**M1 wires**

The bar under the picture is 20 um long. Supply wires on this layer in gray.
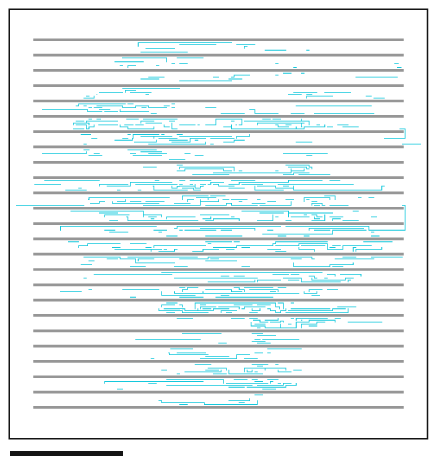
**M2 wires**

Cells faint in the background.
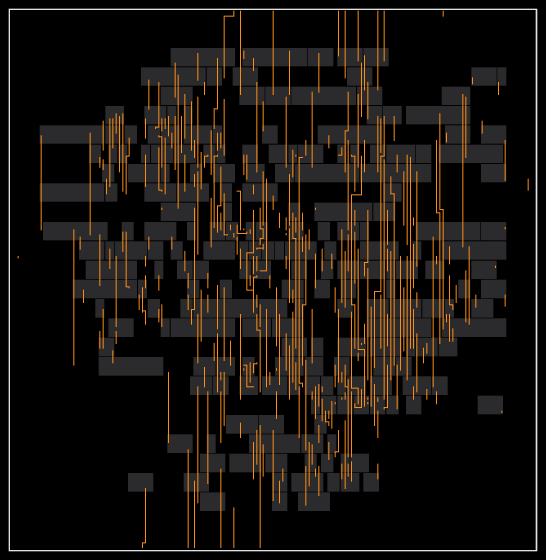
**M3 wires**

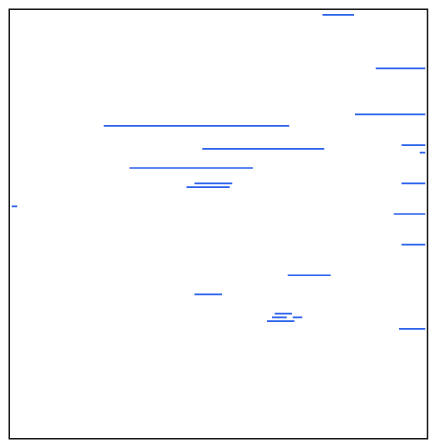
**Wire density map**

15 x 15 tiles, from dark blue (low) to red (high), scaled to the fullest tile. Values are wire area over tile area, all layers added.
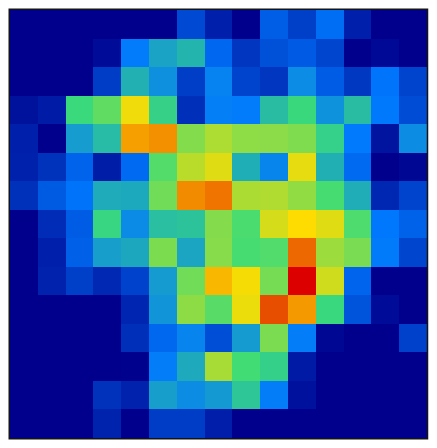
==> config.mk <==
export PLATFORM = sky130hd
export DESIGN_NAME = cash_accumulator_flat
export DESIGN_NICKNAME = d
export VERILOG_FILES = /design/src/rtl/cash_accumulator_if.sv /design/src/rtl/cash_accumulator.sv /design/src/flat_wrapper.sv
export SDC_FILE = /design/constraint.sdc
export NUM_CORES = 1
export LEC_CHECK = 0
export CAP_MARGIN = 40
export CORE_AREA = 4 4 70 72
export DETAILED_ROUTE_END_ITERATION = 16
export DIE_AREA = 0 0 74 76
export SLEW_MARGIN = 20
export SYNTH_ARGS = -nofsm -noshare
export SYNTH_HDL_FRONTEND = slang
export SYNTH_SLANG_ARGS = --single-unit
==> constraint.sdc <==
create_clock -name clk -period 4.1 [get_ports clk]
set_clock_uncertainty 0.05 [all_clocks]
set_input_delay 0.615 -clock clk [delete_from_list [all_inputs] [get_ports clk]]
set_output_delay 0.615 -clock clk [all_outputs]
set_load 0.02 [all_outputs]
==> impl_metrics.yaml <==
# synthesis and place-and-route metrics
outcome:
  outcome: "finished clean"
layout:
  final.fill_count: 434
  largest_reg_flops: 8
  drive_gt1_share_pct: 10.8
  clock_area_share_pct: 2.32
  nMultiInputCombCells: 151
  seq_share_pct: 23.8
  fin_area_um2: 2000
  nonClockInverterCount: 11
  area_delta_synth_final_pct: 20.4
  diodes: 0
min_path:
  whs_path_depth: 2
timing:
  max_freq_mhz: 281
  hold_viol: 0
  slew_violations: 0
  worst_slack_ns: 0.545
  tns_ns: 0
placed_design:
  port_buffers: 23
  gp_congestion: 0.813
  dp_hpwl_um: 2920
power:
  internal_power_uw: 405
  max-vdd-ir-drop_v: 0.000195
  seq_power_share_pct: 34.5
setup_path:
  r2r_cells: 12
  end_kind: "flop"
  cp.arrival_ns: 3.67
  required_ns: 4.22
  start_kind: "primary input"
grt:
  grt_pass1_wl_um: 6750
  grt-ovfl-total: 0
floorplanning:
  die_h_um: 76
  fp-utilization_pct: 38.6
  tap_cells: 52
clock_tree:
  clk_pin_slew_worst_paths_ns: 0.08
  cts_setup_buffers: 0
  cts_hold_buf: 0
  cts_tree: "done"
  htreeDepth: 1
detailed_routing:
  drc: 0
  viasPerCell: 5.39
  met2_wirelength_um: 1840
  wl_met1_um: 1870
  ant_nets: 0
synthesis:
  syn_inst: 188
  synth_area_um2: 1660
  synth.distinct_cells: 48
Notes on 'M1 wires' above:
The layer carries 1870 um of wire. The layer holds 48% of the routed length.
vias: 1422
total length of routed wires: 3890 um
met1 Usage GRT: 20.4%

Notes on 'M2 wires' above:
The layer holds 47% of the routed length. The wires run mostly vertical. The layer carries 1840 um of wire. 193 nets have wire on it. The longest straight run is 33.7 um.
grt met2 use: 24.1%

Notes on 'M3 wires' above:
The layer carries 161 um of wire. The layer holds 4.1% of the routed length. The wires run mostly horizontal. 20 nets have wire on it.
GR Util met3: 2.90%

Notes on 'wire density map' above:
The densest ninth of the die: center. 21% of the tiles are over half the peak. 29% of the tiles are nearly empty.
wire per inst: 14.8 um
gr usage total: 14.9%

## cell families (layout without fill, tap and decap cells)
group | after synthesis | in the layout | share of synthesized area (%)
flip-flops | 19 | 19 | 28.7
multiplexers | 9 | 9 | 5.88
XOR/XNOR | 13 | 13 | 6.86
AND/OR/NAND/NOR | 78 | 78 | 26.1
adder cells (fa/ha/maj) | 15 | 15 | 12.2
buffers and inverters | 18 | 42 | 4.68
AND-OR/OR-AND | 36 | 36 | 15.6
## critical path: cells and delay by family
family          cells  cell delay (ns)
fa+ha+maj           3             0.84
buf+inv             2             0.65
simple gates        4             0.59
mux                 2             0.55
compound gates      2             0.32
xor+xnor            1             0.11
## power by group through the flow
stage / Sequential (uW) / Combinational, uW / Clock [uW]
final: 228 / 300 / 135
after detailed placement: 232 / 299 / 0
after global placement: 233 / 296 / 0
after global routing: 232 / 342 / 147
after floorplan: 231 / 217 / 0
after CTS: 228 / 301 / 140
## routing by layer
metal | track usage, % | up-vias
met1 | 20.4 | 663
li1 | - | 722
met2 | 24.1 | 35
met4 | 2.90 | 0
met5 | 0 | -
met3 | 2.90 | 2
## cells in the final DEF, fill, tap and decap left out, types with 4 or more instances in the layout
| cell | n |
|---|---|
| nand4_1 | 6 |
| xor2_1 | 5 |
| dfrtp_1 | 19 |
| a21oi_1 | 9 |
| inv_1 | 11 |
| clkdlybuf4s50_1 | 23 |
| ha_1 | 13 |
| mux2_2 | 6 |
| xnor2_1 | 8 |
| nand2_1 | 6 |
| and2_1 | 4 |
| nor2_1 | 18 |
| nor3_1 | 10 |
| o21ai_0 | 9 |
| nor2b_1 | 9 |
| nand3_1 | 5 |
## metrics by stage
step	util, %	power, uW
3_3_place_gp	45.2	528
5_1_grt	46.5	721
6_report	46.5	663
3_5_place_dp	45.2	532
2_1_floorplan	-	448
4_1_cts	46.3	669
Power is estimated from default activity; no workload was simulated.
